[config.mk]
export PLATFORM = sky130hd
export DESIGN_NAME = pgr_uart_reg_bridge_32bit_flat
export DESIGN_NICKNAME = d
export VERILOG_FILES = /design/src/rtl/pgr_uart_reg_bridge_32bit_if.sv /design/src/rtl/pgr_uart_reg_bridge_32bit.sv /design/src/flat_wrapper.sv
export SDC_FILE = /design/constraint.sdc
export NUM_CORES = 1
export LEC_CHECK = 0
export CAP_MARGIN = 20
export CORE_ASPECT_RATIO = 0.8
export CORE_MARGIN = 2
export CORE_UTILIZATION = 25
export DETAILED_ROUTE_END_ITERATION = 8
export PLACE_DENSITY_LB_ADDON = 0.25
export SLEW_MARGIN = 20
export SYNTH_ARGS = -nofsm -noshare
export SYNTH_HDL_FRONTEND = slang
export SYNTH_SLANG_ARGS = --single-unit
[constraint.sdc]
create_clock -name clk -period 2.8 [get_ports clk]
set_clock_uncertainty 0.05 [all_clocks]
set_input_delay 0.7 -clock clk [delete_from_list [all_inputs] [get_ports clk]]
set_output_delay 0.7 -clock clk [all_outputs]
set_load 0.005 [all_outputs]
[src/rtl/pgr_uart_reg_bridge_32bit_if.sv]
// pgr_uart_reg_bridge_32bit_if: FIFO byte ports and register bus of the UART register bridge.
interface pgr_uart_reg_bridge_32bit_if;
   logic [7:0]  rx_fifo_rd_data;
   logic        rx_fifo_rd_data_valid;
   logic        rx_fifo_rd_data_req;
   logic [7:0]  tx_fifo_wr_data;
   logic        tx_fifo_wr_data_valid;
   logic        tx_fifo_wr_data_req;
   logic [31:0] reg_addr;
   logic [31:0] reg_wdata;
   logic        reg_wr;
   logic        reg_rd;
   logic [31:0] reg_rdata;
   logic        reg_ack;
   logic        frame_err;
   logic        bus_err;
   modport master (
      input  rx_fifo_rd_data, rx_fifo_rd_data_valid, tx_fifo_wr_data_valid, reg_rdata, reg_ack,
      output rx_fifo_rd_data_req, tx_fifo_wr_data, tx_fifo_wr_data_req, reg_addr, reg_wdata,
             reg_wr, reg_rd, frame_err, bus_err
   );
   modport slave (
      output rx_fifo_rd_data, rx_fifo_rd_data_valid, tx_fifo_wr_data_valid, reg_rdata, reg_ack,
      input  rx_fifo_rd_data_req, tx_fifo_wr_data, tx_fifo_wr_data_req, reg_addr, reg_wdata,
             reg_wr, reg_rd, frame_err, bus_err
   );
endinterface

[src/rtl/pgr_uart_reg_bridge_32bit.sv]
// pgr_uart_reg_bridge_32bit: parses framed 32-bit register commands from the RX FIFO,
// runs them on a req/ack register bus and pushes the response bytes into the TX FIFO.
module pgr_uart_reg_bridge_32bit #(
   parameter logic [15:0] FRAME_TIMEOUT = 16'd50000,
   parameter logic [15:0] BUS_TIMEOUT   = 16'd255
) (
   input logic                          clk,
   input logic                          rst,
   pgr_uart_reg_bridge_32bit_if.master  io
);
   typedef enum logic [2:0] {S_IDLE, S_ADDR, S_DATA, S_BUS, S_RESP} state_t;
   state_t      r_state;
   logic        r_op_wr;
   logic [1:0]  r_bcnt;
   logic [15:0] r_fcnt;
   logic [15:0] r_tcnt;
   logic [31:0] r_addr;
   logic [31:0] r_wdata;
   logic [31:0] r_resp;
   logic        r_wr;
   logic        r_rd;
   logic        r_ferr;
   logic        r_berr;
   logic        w_in_frame;
   logic        w_ftmo;
   logic        w_pop;
   logic        w_push;
   logic        w_last;
   assign w_in_frame = (r_state == S_ADDR) || (r_state == S_DATA);
   assign w_ftmo     = w_in_frame && (r_fcnt == FRAME_TIMEOUT);
   // a byte presented in the timeout cycle stays in the FIFO for the next frame
   assign w_pop      = io.rx_fifo_rd_data_valid && (w_in_frame || r_state == S_IDLE) && !w_ftmo;
   assign w_push     = (r_state == S_RESP) && io.tx_fifo_wr_data_valid;
   assign w_last     = r_op_wr || (r_bcnt == 2'd3);
   assign io.rx_fifo_rd_data_req = w_pop;
   assign io.tx_fifo_wr_data_req = w_push;
   assign io.tx_fifo_wr_data     = r_resp[31:24];
   assign io.reg_addr            = r_addr;
   assign io.reg_wdata           = r_wdata;
   assign io.reg_wr              = r_wr;
   assign io.reg_rd              = r_rd;
   assign io.frame_err           = r_ferr;
   assign io.bus_err             = r_berr;
   always_ff @(posedge clk) begin
      if (rst) begin
         r_state <= S_IDLE;
         r_op_wr <= 1'b0;
         r_bcnt  <= 2'd0;
         r_fcnt  <= 16'd0;
         r_tcnt  <= 16'd0;
         r_addr  <= 32'd0;
         r_wdata <= 32'd0;
         r_resp  <= 32'd0;
         r_wr    <= 1'b0;
         r_rd    <= 1'b0;
         r_ferr  <= 1'b0;
         r_berr  <= 1'b0;
      end else begin
         r_ferr <= 1'b0;
         r_berr <= 1'b0;
         r_fcnt <= w_pop ? 16'd0 : (w_in_frame && r_fcnt != 16'hFFFF) ? r_fcnt + 16'd1 : r_fcnt;
         case (r_state)
            S_IDLE: if (w_pop) begin
               if (io.rx_fifo_rd_data == 8'h57 || io.rx_fifo_rd_data == 8'h52) begin
                  r_op_wr <= io.rx_fifo_rd_data == 8'h57;
                  r_bcnt  <= 2'd0;
                  r_state <= S_ADDR;
               end else
                  r_ferr <= 1'b1;
            end
            S_ADDR: if (w_ftmo) begin
               r_state <= S_IDLE;
               r_ferr  <= 1'b1;
            end else if (w_pop) begin
               r_addr <= {r_addr[23:0], io.rx_fifo_rd_data};
               r_bcnt <= r_bcnt + 2'd1;
               if (r_bcnt == 2'd3) begin
                  r_state <= r_op_wr ? S_DATA : S_BUS;
                  r_rd    <= !r_op_wr;
                  r_tcnt  <= 16'd0;
               end
            end
            S_DATA: if (w_ftmo) begin
               r_state <= S_IDLE;
               r_ferr  <= 1'b1;
            end else if (w_pop) begin
               r_wdata <= {r_wdata[23:0], io.rx_fifo_rd_data};
               r_bcnt  <= r_bcnt + 2'd1;
               if (r_bcnt == 2'd3) begin
                  r_state <= S_BUS;
                  r_wr    <= 1'b1;
                  r_tcnt  <= 16'd0;
               end
            end
            // ack wins over a timeout landing in the same cycle
            S_BUS: if (io.reg_ack) begin
               r_wr    <= 1'b0;
               r_rd    <= 1'b0;
               r_resp  <= r_op_wr ? 32'h4B00_0000 : io.reg_rdata;
               r_bcnt  <= 2'd0;
               r_state <= S_RESP;
            end else if (r_tcnt == BUS_TIMEOUT) begin
               r_wr    <= 1'b0;
               r_rd    <= 1'b0;
               r_berr  <= 1'b1;
               r_resp  <= r_op_wr ? 32'h4500_0000 : 32'hFFFF_FFFF;
               r_bcnt  <= 2'd0;
               r_state <= S_RESP;
            end else if (r_tcnt != 16'hFFFF)
               r_tcnt <= r_tcnt + 16'd1;
            S_RESP: if (w_push) begin
               r_resp <= {r_resp[23:0], 8'h00};
               r_bcnt <= r_bcnt + 2'd1;
               if (w_last) r_state <= S_IDLE;
            end
            default: r_state <= S_IDLE;
         endcase
      end
   end
endmodule

[src/flat_wrapper.sv]
// flat-port wrapper written by rule: the top's interface ports become plain ports
module pgr_uart_reg_bridge_32bit_flat 
#(
   parameter logic [15:0] FRAME_TIMEOUT = 16'd50000,
   parameter logic [15:0] BUS_TIMEOUT   = 16'd255
)
  (clk, rst, io_rx_fifo_rd_data, io_rx_fifo_rd_data_valid, io_tx_fifo_wr_data_valid, io_reg_rdata, io_reg_ack, io_rx_fifo_rd_data_req, io_tx_fifo_wr_data, io_tx_fifo_wr_data_req, io_reg_addr, io_reg_wdata, io_reg_wr, io_reg_rd, io_frame_err, io_bus_err);
  pgr_uart_reg_bridge_32bit_if io_i ();
  input logic clk;
  input logic rst;
  input wire logic [$bits(io_i.rx_fifo_rd_data)-1:0] io_rx_fifo_rd_data;
  input wire logic [$bits(io_i.rx_fifo_rd_data_valid)-1:0] io_rx_fifo_rd_data_valid;
  input wire logic [$bits(io_i.tx_fifo_wr_data_valid)-1:0] io_tx_fifo_wr_data_valid;
  input wire logic [$bits(io_i.reg_rdata)-1:0] io_reg_rdata;
  input wire logic [$bits(io_i.reg_ack)-1:0] io_reg_ack;
  output wire logic [$bits(io_i.rx_fifo_rd_data_req)-1:0] io_rx_fifo_rd_data_req;
  output wire logic [$bits(io_i.tx_fifo_wr_data)-1:0] io_tx_fifo_wr_data;
  output wire logic [$bits(io_i.tx_fifo_wr_data_req)-1:0] io_tx_fifo_wr_data_req;
  output wire logic [$bits(io_i.reg_addr)-1:0] io_reg_addr;
  output wire logic [$bits(io_i.reg_wdata)-1:0] io_reg_wdata;
  output wire logic [$bits(io_i.reg_wr)-1:0] io_reg_wr;
  output wire logic [$bits(io_i.reg_rd)-1:0] io_reg_rd;
  output wire logic [$bits(io_i.frame_err)-1:0] io_frame_err;
  output wire logic [$bits(io_i.bus_err)-1:0] io_bus_err;
  assign io_i.rx_fifo_rd_data = io_rx_fifo_rd_data;
  assign io_i.rx_fifo_rd_data_valid = io_rx_fifo_rd_data_valid;
  assign io_i.tx_fifo_wr_data_valid = io_tx_fifo_wr_data_valid;
  assign io_i.reg_rdata = io_reg_rdata;
  assign io_i.reg_ack = io_reg_ack;
  assign io_rx_fifo_rd_data_req = io_i.rx_fifo_rd_data_req;
  assign io_tx_fifo_wr_data = io_i.tx_fifo_wr_data;
  assign io_tx_fifo_wr_data_req = io_i.tx_fifo_wr_data_req;
  assign io_reg_addr = io_i.reg_addr;
  assign io_reg_wdata = io_i.reg_wdata;
  assign io_reg_wr = io_i.reg_wr;
  assign io_reg_rd = io_i.reg_rd;
  assign io_frame_err = io_i.frame_err;
  assign io_bus_err = io_i.bus_err;
  pgr_uart_reg_bridge_32bit #(.FRAME_TIMEOUT(FRAME_TIMEOUT), .BUS_TIMEOUT(BUS_TIMEOUT)) u_core (.clk(clk), .rst(rst), .io(io_i));
endmodule
**Run 1: congestion heat map**

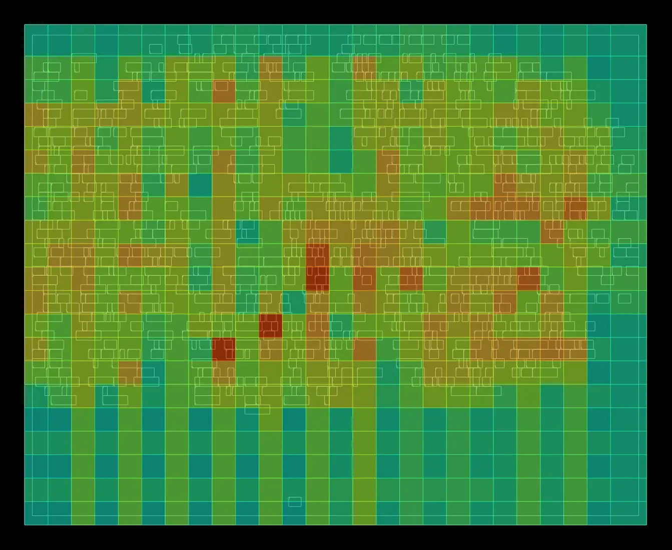
met1 GRT Util: 0.1870
utilization of the core after routing: 0.3452

**Run 1: routed clock nets over the placement**

(3 px per um)
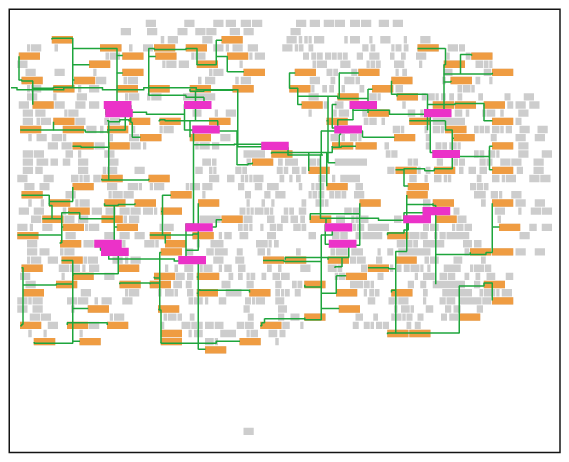
legend:
  orange:
    item: flip-flops
    count: 138
  magenta:
    item: cells driving clock nets
    count: 17
  green:
    item: clock wires
    length: 1,990 um
routed clock nets: 18
portion of total power attributed to the clock network: 0.506
Skew-Pair Late Insertion Delay: 0.41 ns
Clk. pwr: 0.00243 W

**Run 1: sequential cells grouped by signal name**

(2 px per um)
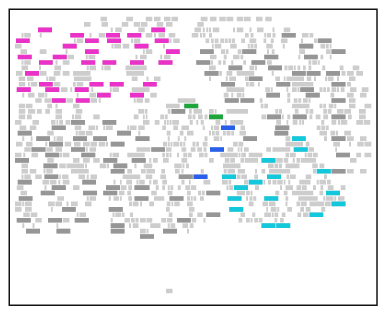
legend:
  cyan:
    name_in_the_netlist: u_core.r_tcnt
    sequential_cells: 16
  magenta:
    name_in_the_netlist: u_core.io.reg_wdata
    sequential_cells: 32
    where: upper left
  green:
    name_in_the_netlist: u_core.r_bcnt
    sequential_cells: 2
  blue:
    name_in_the_netlist: u_core.r_state
    sequential_cells: 3
not colored: 85
seq pwr: 0.00201 W
register share of the cell area: 0.3172
area taken by flip-flops and latches: 2764 um2

==> flow.log, run 1 <==
[report] implementation figures
[metrics] Slowest cell on crit path: sky130_fd_sc_hd__clkdlybuf4s50_1
[metrics] Core Util at FP: 0.2541
[metrics] Power Total: 0.004809 W
[metrics] Worst Setup Slack, final: 0.1356 ns
[metrics] placer congestion estimate: 0.7654
[metrics] Final Hold Slack: 0.4267 ns
[metrics] number of nets with antenna violations after routing: 0
[metrics] number of DRC markers in iteration 0: 393
[metrics] static leakage: 3.542 nW
[metrics] maximum count of clock buffers along a single path: 2
[metrics] setup tns final: 0 ns
[metrics] critical path's most frequent cell: sky130_fd_sc_hd__clkdlybuf4s50_1
[metrics] cell depth of the worst hold path: 2
[metrics] Post-Synthesis Mean Instance Area: 8.897 um2
[metrics] summed instance area of the synthesized netlist: 6415 um2
[metrics] reported max-cap violation count: 0
[metrics] required time reported for the critical path endpoint: 2.05 ns
[metrics] arrival time at the worst endpoint: 1.91 ns
[metrics] VDD IR-drop max: 0.3405 mV
[metrics] total number of yosys warnings: 0
[metrics] GRT Util Overall: 0.1282
[metrics] post-synthesis net count: 770
[metrics] power density relative to cell area: 551.9 nW/um2
[metrics] number of slew-limit violations in the final report: 0
[metrics] number of cell rows: 52
[metrics] Max H-tree Level: 4
[metrics] count of pins on the block boundary: 123
[metrics] clock tree from TritonCTS: done
[metrics] CP Capture Point: io_tx_fifo_wr_data_req
[metrics] area share of the largest cell type after synthesis: 0.4307
[metrics] Peak Freq: 0.3753 GHz
[metrics] CP Max Fanout: 2
[metrics] vias post-DR: 5,565
[metrics] via count of the first global-routing pass: 5,138
[metrics] total setup buffers inserted after CTS: 0
[metrics] Setup violations, final: 0
[metrics] ordered cell list for the critical path: clkdlybuf4s50_1 -> and2_1 -> clkdlybuf4s50_1
[metrics] area enclosed by the die boundary: 26,970 um2
[metrics] cell depth of the worst flop-to-flop path: 7
[metrics] Worst path max stage delay: 0.53 ns
[metrics] antenna diode count: 0
[metrics] RSZ-0062 raised after global routing: false
[metrics] number of warnings in the stage logs: 27
[metrics] critical path start-end classification: input port to output pin
[metrics] Core ar.: 25,240 um2
[metrics] dominant cell by count in the synthesized netlist: sky130_fd_sc_hd__dfxtp_1
[metrics] WL per Instance: 14.84 um
[metrics] fraction of registers with async set/reset: 0
[metrics] Area Overhead vs Synth: 35.83%
[metrics] R2R Path Start: u_core.r_tcnt[0]
[metrics] largest net degree at the start of global routing: 73
[metrics] leading post-synthesis cells by instance count: 138 x sky130_fd_sc_hd__dfxtp_1, 127 x sky130_fd_sc_hd__nor2_1, 74 x sky130_fd_sc_hd__mux2i_1
[metrics] dpl ws: -0.2517 ns
[metrics] class of the most critical hold timing path: flip-flop to flip-flop
[metrics] die outline width: 183.1 um
[metrics] wire length of the first global-routing pass: 27,900 um
[metrics] Critical Path Start: io_tx_fifo_wr_data_valid
[metrics] Die Span Y: 147.3 um
[metrics] Worst Max-Slew Pin Slew: 0.7869 ns
[metrics] half-perimeter wire length after placement: 11,990 um
[metrics] Main synth FF type: sky130_fd_sc_hd__dfxtp_1
[metrics] number of buffers inserted during clock tree synthesis: 17
[metrics] root buffer selected by CTS: sky130_fd_sc_hd__clkbuf_16
[metrics] chip area estimate from yosys synthesis: 6415 um2
[metrics] EDFF count, synth: 0
[metrics] outcome: finished clean
[metrics] cell type contributing the most total cell area after synthesis: sky130_fd_sc_hd__dfxtp_1
[metrics] FF-to-FF End: u_core.r_tcnt[5]
[metrics] critical path depth in cells: 3
[metrics] # Cells Yosys: 721
[metrics] post-synthesis sequential element count: 138
[metrics] Routed Wire Length: 17,460 um
[metrics] number of hold-slack violations in the final timing report: 0
[metrics] final routed DRC violation total: 0
[metrics] iteration tally of the first detailed-router pass: 4
[metrics] fraction of the cycle the final worst path needs: 0.9516
[metrics] number of nets in the final layout: 891
[metrics] Crit path buffers/inverters: 2
[metrics] Period minus WS final: 2.664 ns
[metrics] grt total ovfl: 0
[metrics] fraction of layout instances using a drive strength above 1: 0.09742
[metrics] share of synthesized area occupied by flip-flops and latches: 0.4307
[metrics] Syn Inst Count: 721
[metrics] R2R setup slack: 0.37 ns
[metrics] total clock sinks: 138
[metrics] Top cells by area: sky130_fd_sc_hd__dfxtp_1 43%, sky130_fd_sc_hd__mux2i_1 12%, sky130_fd_sc_hd__nor2_1 7.4%, sky130_fd_sc_hd__a21oi_1 3.0%, sky130_fd_sc_hd__a211oi_1 2.5%
[metrics] Port Buffers: 122
[metrics] sort of element at the end of the critical path: output pin
[metrics] number of antenna violations at the first check in global routing: 0
[run 1: per-layer routing]
layer  up-vias  part of all wire  wire length [um]  global-route usage
met4         0            0.0041                71             0.02280
met2       139              0.39              6814              0.1718
met3         7             0.091              1584             0.05875
met5         -                 0                 0                   0
li1       2822                 -                 -                   -
met1      2597              0.51              8986              0.1870
[run 1: logic make-up (layout without fill, tap and decap cells)]
family / after synthesis / after routing / share of synthesized area
buffers and inverters: 74 / 205 / 0.05461
AND/OR/NAND/NOR: 277 / 277 / 0.2210
adder cells (fa/ha/maj): 5 / 5 / 0.009363
flip-flops: 138 / 138 / 0.4307
XOR/XNOR: 16 / 16 / 0.02185
AND-OR/OR-AND: 136 / 136 / 0.1453
multiplexers: 75 / 75 / 0.1172
[run 1: through the flow]
step                      instance area (um2)  std cells
after floorplan                          6415        721
after global placement                   8090       1147
after detailed placement                 8090       1147
after CTS                                8712       1176
after global routing                     8713       1176
final                                    8713       1176
[run 1: worst min-delay path by stage]
stage / start / to
final: u_core.r_resp[19] / u_core.r_resp[27]
after global routing: u_core.r_bcnt[1] / u_core.r_bcnt[1]
after CTS: u_core.r_resp[19] / u_core.r_resp[27]
after detailed placement: u_core.r_resp[19] / u_core.r_resp[27]
after global placement: u_core.r_resp[19] / u_core.r_resp[27]
after floorplan: u_core.r_bcnt[1] / u_core.r_bcnt[1]
[run 1: cell type report]
class	instances	area, um2
clock buffer	18	429.2
clock inverter	11	196.4
fill	2667	16530
inverter	19	71.32
multi-input combinational	509	3321
sequential	138	2764
tap	324	405.4
timing repair buffer	157	1526
[run 1: timing repair]
action | CTS | global route
setup endpoints to repair | 1 | 1
gates resized | 5 | 1
hold buffers | 0 | 0
pin swaps | 0 | 2
endpoints found under the hold margin | 0 | 0
[run 1: placed cells by master (no fill, tap or decap), drive strengths merged, types with 14 or more instances in the layout]
cell type and count:
inv 19, nor2 127, nor2b 20, o21ai 20, nor3 26, dfxtp 138, mux2i 74, a211oi 21
buf 37, a31oi 14, nand2 26, a21oi 39, clkbuf 18, clkdlybuf4s50 120
[run 1: flip-flops by register name, summed over array words and instances, names as in the netlist]
register	flops
u_core.io.reg_addr	32
u_core.io.reg_wdata	32
u_core.r_resp	32
u_core.r_fcnt	16
u_core.r_tcnt	16
u_core.r_state	3
u_core.r_bcnt	2
u_core.io.bus_err	1
u_core.io.frame_err	1
u_core.io.reg_rd	1
u_core.io.reg_wr	1
u_core.r_op_wr	1
[run 1: power breakdown]
part	total, W	internal [W]	switching (W)
clock network	0.00243	0.00157	0.000864
logic	0.000369	0.000179	0.000190
registers	0.00201	0.00198	0.0000255
[run 1: worst reg2reg max path, stage by stage (launching register included)]
cell	delay, ns
sky130_fd_sc_hd__dfxtp_1	0.38
sky130_fd_sc_hd__ha_1	0.26
sky130_fd_sc_hd__nand3_2	0.14
sky130_fd_sc_hd__or4_4	0.64
sky130_fd_sc_hd__o21ai_4	0.36
sky130_fd_sc_hd__buf_4	0.21
sky130_fd_sc_hd__nor4b_1	0.05
sky130_fd_sc_hd__a211o_1	0.22
==> run 2, diff against run 1 <==
--- a/config.mk
+++ b/config.mk
@@ -7,8 +7,7 @@
 export LEC_CHECK = 0
 export CAP_MARGIN = 20
 export CORE_ASPECT_RATIO = 0.8
-export CORE_MARGIN = 2
-export CORE_UTILIZATION = 25
+export CORE_UTILIZATION = 30
 export DETAILED_ROUTE_END_ITERATION = 8
 export PLACE_DENSITY_LB_ADDON = 0.25
 export SLEW_MARGIN = 20
**Run 2: routed clock nets over the placement**

(3 px per um)
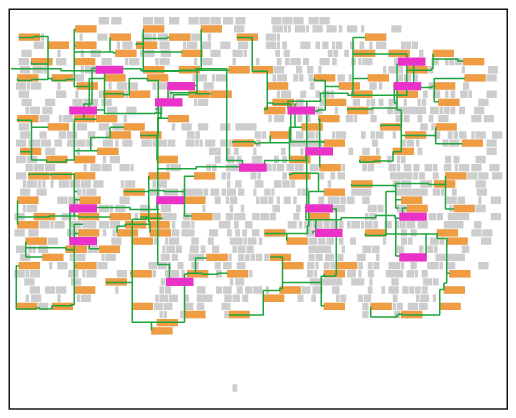
legend:
  orange:
    item: flip-flops
    count: 138
  green:
    item: clock wires
    length: 1,990 um
  magenta:
    item: cells driving clock nets
    count: 17
routed clock nets: 18
Skew-Pair Late Insertion Delay: 0.42 ns
Clk. pwr: 0.00246 W

==> flow.log, run 2 <==
[report] implementation figures
[metrics] summed instance area of the synthesized netlist: 6415 um2
[metrics] ordered cell list for the critical path: inv_1 -> ha_1 -> nor3b_1 -> and4_1 -> maj3_2 -> nor2_4 -> buf_2
[metrics] Syn Inst Count: 721
[metrics] dominant cell by count in the synthesized netlist: sky130_fd_sc_hd__dfxtp_1
[metrics] EDFF count, synth: 0
[metrics] Slowest cell on crit path: sky130_fd_sc_hd__maj3_2
[metrics] number of warnings in the stage logs: 27
[metrics] Max H-tree Level: 4
[metrics] Worst Max-Slew Pin Slew: 0.6921 ns
[metrics] number of nets with antenna violations after routing: 0
[metrics] largest net degree at the start of global routing: 56
[metrics] Final Hold Slack: 0.4205 ns
[metrics] number of DRC markers in iteration 0: 468
[metrics] area enclosed by the die boundary: 21,980 um2
[metrics] Setup violations, final: 0
[metrics] R2R setup slack: 0.42 ns
[metrics] fill cell instance count of the final layout: 2,110
[metrics] VDD IR-drop max: 0.2788 mV
[metrics] via count of the first global-routing pass: 5,315
[metrics] cell count after placement: 1,100
[metrics] total number of yosys warnings: 0
[metrics] number of cell rows: 47
[metrics] most frequent cells in the layout: 138 x sky130_fd_sc_hd__dfxtp_1, 126 x sky130_fd_sc_hd__nor2_1, 120 x sky130_fd_sc_hd__clkdlybuf4s50_1
[metrics] half-perimeter wire length after placement: 11,460 um
[metrics] Power Total: 0.004857 W
[metrics] area taken by flip-flops and latches: 2763 um2
[metrics] required time reported for the critical path endpoint: 2.05 ns
[metrics] Crit path buffers/inverters: 2
[metrics] total clock sinks: 138
[metrics] sort of element at the end of the critical path: output pin
[metrics] number of buffers inserted during clock tree synthesis: 17
[metrics] CP Max Fanout: 2
[metrics] violated checks: design-rule violations
[metrics] arrival time at the worst endpoint: 1.93 ns
[metrics] class of the most critical hold timing path: flip-flop to flip-flop
[metrics] reported max-cap violation count: 0
[metrics] hold_buf cts: 0
[metrics] Period minus WS final: 2.678 ns
[metrics] iteration tally of the first detailed-router pass: 7
[metrics] grt total ovfl: 0
[metrics] # Cells Yosys: 721
[metrics] outcome: complete, but fails checks
[metrics] leading post-synthesis cells by instance count: 138 x sky130_fd_sc_hd__dfxtp_1, 127 x sky130_fd_sc_hd__nor2_1, 74 x sky130_fd_sc_hd__mux2i_1
[metrics] fraction of the cycle the final worst path needs: 0.9564
[metrics] power density relative to cell area: 557.1 nW/um2
[metrics] die outline width: 165.5 um
[metrics] FF-to-FF End: u_core.r_tcnt[15]
[metrics] cell type contributing the most total cell area after synthesis: sky130_fd_sc_hd__dfxtp_1
[metrics] dominant logic cell type in the layout: sky130_fd_sc_hd__dfxtp_1
[metrics] post-synthesis sequential element count: 138
[metrics] antenna diode count: 0
[metrics] wire length of the first global-routing pass: 27,590 um
[metrics] Peak Freq: 0.3734 GHz
[metrics] Post-Synthesis Mean Instance Area: 8.897 um2
[metrics] count of pins on the block boundary: 123
[metrics] critical path start-end classification: flip-flop to output pin
[metrics] number of hold-slack violations in the final timing report: 0
[metrics] chip area estimate from yosys synthesis: 6415 um2
[metrics] Critical Path Start: u_core.r_fcnt[0]
[metrics] CP Capture Point: io_rx_fifo_rd_data_req
[metrics] Core ar.: 20,820 um2
[metrics] fraction of registers with async set/reset: 0
[metrics] Port Buffers: 122
[metrics] fraction of layout instances using a drive strength above 1: 0.1089
[metrics] area share of the largest cell type after synthesis: 0.4307
[metrics] Top cells by area: sky130_fd_sc_hd__dfxtp_1 43%, sky130_fd_sc_hd__mux2i_1 12%, sky130_fd_sc_hd__nor2_1 7.4%, sky130_fd_sc_hd__a21oi_1 3.0%, sky130_fd_sc_hd__a211oi_1 2.5%
[metrics] cell depth of the worst flop-to-flop path: 7
[metrics] GRT Util Overall: 0.1583
[metrics] static leakage: 3.591 nW
[metrics] R2R Path Start: u_core.r_tcnt[0]
[metrics] number of slew-limit violations in the final report: 0
[metrics] number of nets in the final layout: 899
[metrics] vias post-DR: 5,563
[metrics] Area Overhead vs Synth: 35.93%
[metrics] Main synth FF type: sky130_fd_sc_hd__dfxtp_1
[metrics] Die Span Y: 132.8 um
[metrics] clock tree from TritonCTS: done
[metrics] critical path depth in cells: 7
[metrics] placer congestion estimate: 0.8210
[metrics] Worst path max stage delay: 0.34 ns
[metrics] Core Util at FP: 0.3081
[metrics] logic area: 3328 um2
[metrics] number of antenna violations at the first check in global routing: 0
[metrics] RSZ-0062 raised after global routing: false
[metrics] Routed Wire Length: 16,900 um
[metrics] final routed DRC violation total: 16
[metrics] setup tns final: 0 ns
[metrics] share of synthesized area occupied by flip-flops and latches: 0.4307
[metrics] post-synthesis net count: 770
[metrics] fin cells: 1,132
[metrics] root buffer selected by CTS: sky130_fd_sc_hd__clkbuf_16
[metrics] total setup buffers inserted after CTS: 0
**Run 2: congestion heat map**

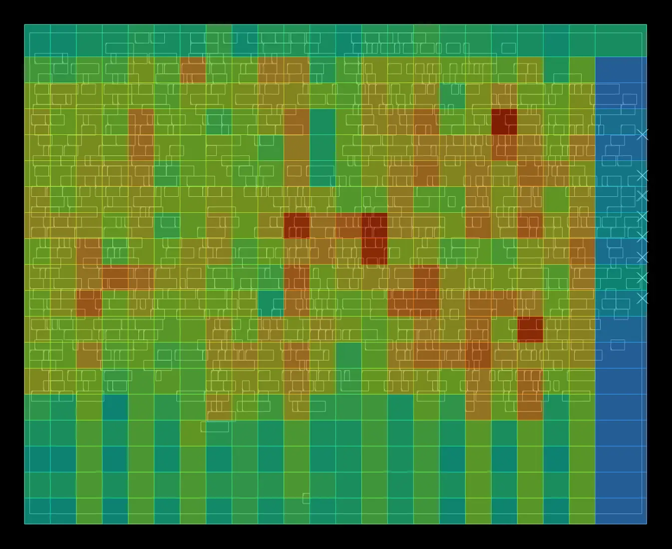
global-route met3 utilization: 0.06708
WL per Instance: 14.93 um
utilization of the core after routing: 0.4189
met1 GRT Util: 0.2270
met2 capacity usage during global routing: 0.2134

==> run 2: repair_timing <==
action / 4_1_cts / 5_1_grt
pin swaps: 1 / 0
cloned: 0 / 0
setup endpoints to repair: 1 / 1
resized: 6 / 1
==> run 2: where the power goes <==
part	switching, W	total (W)	internal [W]
Sequential	0.0000215	0.00200	0.00198
Combinational	0.000200	0.000393	0.000193
Clock	0.000875	0.00246	0.00159
Total	0.00110	0.00486	0.00376
==> run 2: tightest hold or removal path: cells and delay by family (launching register included) <==
kind | cells | cell delay (ns)
AND-OR/OR-AND | 2 | 0.11
flip-flops | 1 | 0.31
==> run 2: area by class of cell <==
type                       count  share of cell area
inverter                      19            0.008179
sequential                   138              0.3168
tap                          269             0.03860
clock buffer                  22             0.05553
multi-input combinational    509              0.3817
clock inverter                10             0.01865
timing repair buffer         165              0.1805
==> run 2: logic make-up (layout without fill, tap and decap cells) <==
logic type                 count (synthesis)  in the layout  share of synthesized area
and+or+nand+nor                          277            277                     0.2210
xor gates and xnor gates                  16             16                    0.02185
adders and majority gates                  5              5                   0.009363
DFF                                      138            138                     0.4307
buffers and inverters                     74            216                    0.05461
muxes                                     75             75                     0.1172
AOI/OAI and AO/OA                        136            136                     0.1453
==> run 2: worst min path at each step <==
| stage | startpoint | end | cells after the start |
|---|---|---|---|
| after floorplan | u_core.r_bcnt[1] | u_core.r_bcnt[1] | 2 |
| after global placement | u_core.io.reg_rd | u_core.io.reg_rd | 2 |
| after detailed placement | u_core.io.reg_rd | u_core.io.reg_rd | 2 |
| after CTS | u_core.io.reg_rd | u_core.io.reg_rd | 2 |
| after global routing | u_core.r_bcnt[1] | u_core.r_bcnt[1] | 2 |
| final | u_core.io.reg_rd | u_core.io.reg_rd | 2 |
==> run 2: metal layers <==
layer / GRT usage / part of all wire / up-vias
met4: 0.04091 / 0.0067 / 0
li1: - / - / 2833
met3: 0.06708 / 0.088 / 9
met5: 0 / 0 / -
met2: 0.2134 / 0.40 / 139
met1: 0.2270 / 0.51 / 2582
==> run 2: metrics by stage <==
stage | worst slack, ns | cell area, um2
4_1_cts | 0.05877 | 8715
5_1_grt | 0.007841 | 8720
6_report | 0.1220 | 8720
2_1_floorplan | 0.4302 | 6415
3_5_place_dp | -0.2071 | 8069
3_3_place_gp | -0.1746 | 8069
Power and IR drop assume default switching activity.
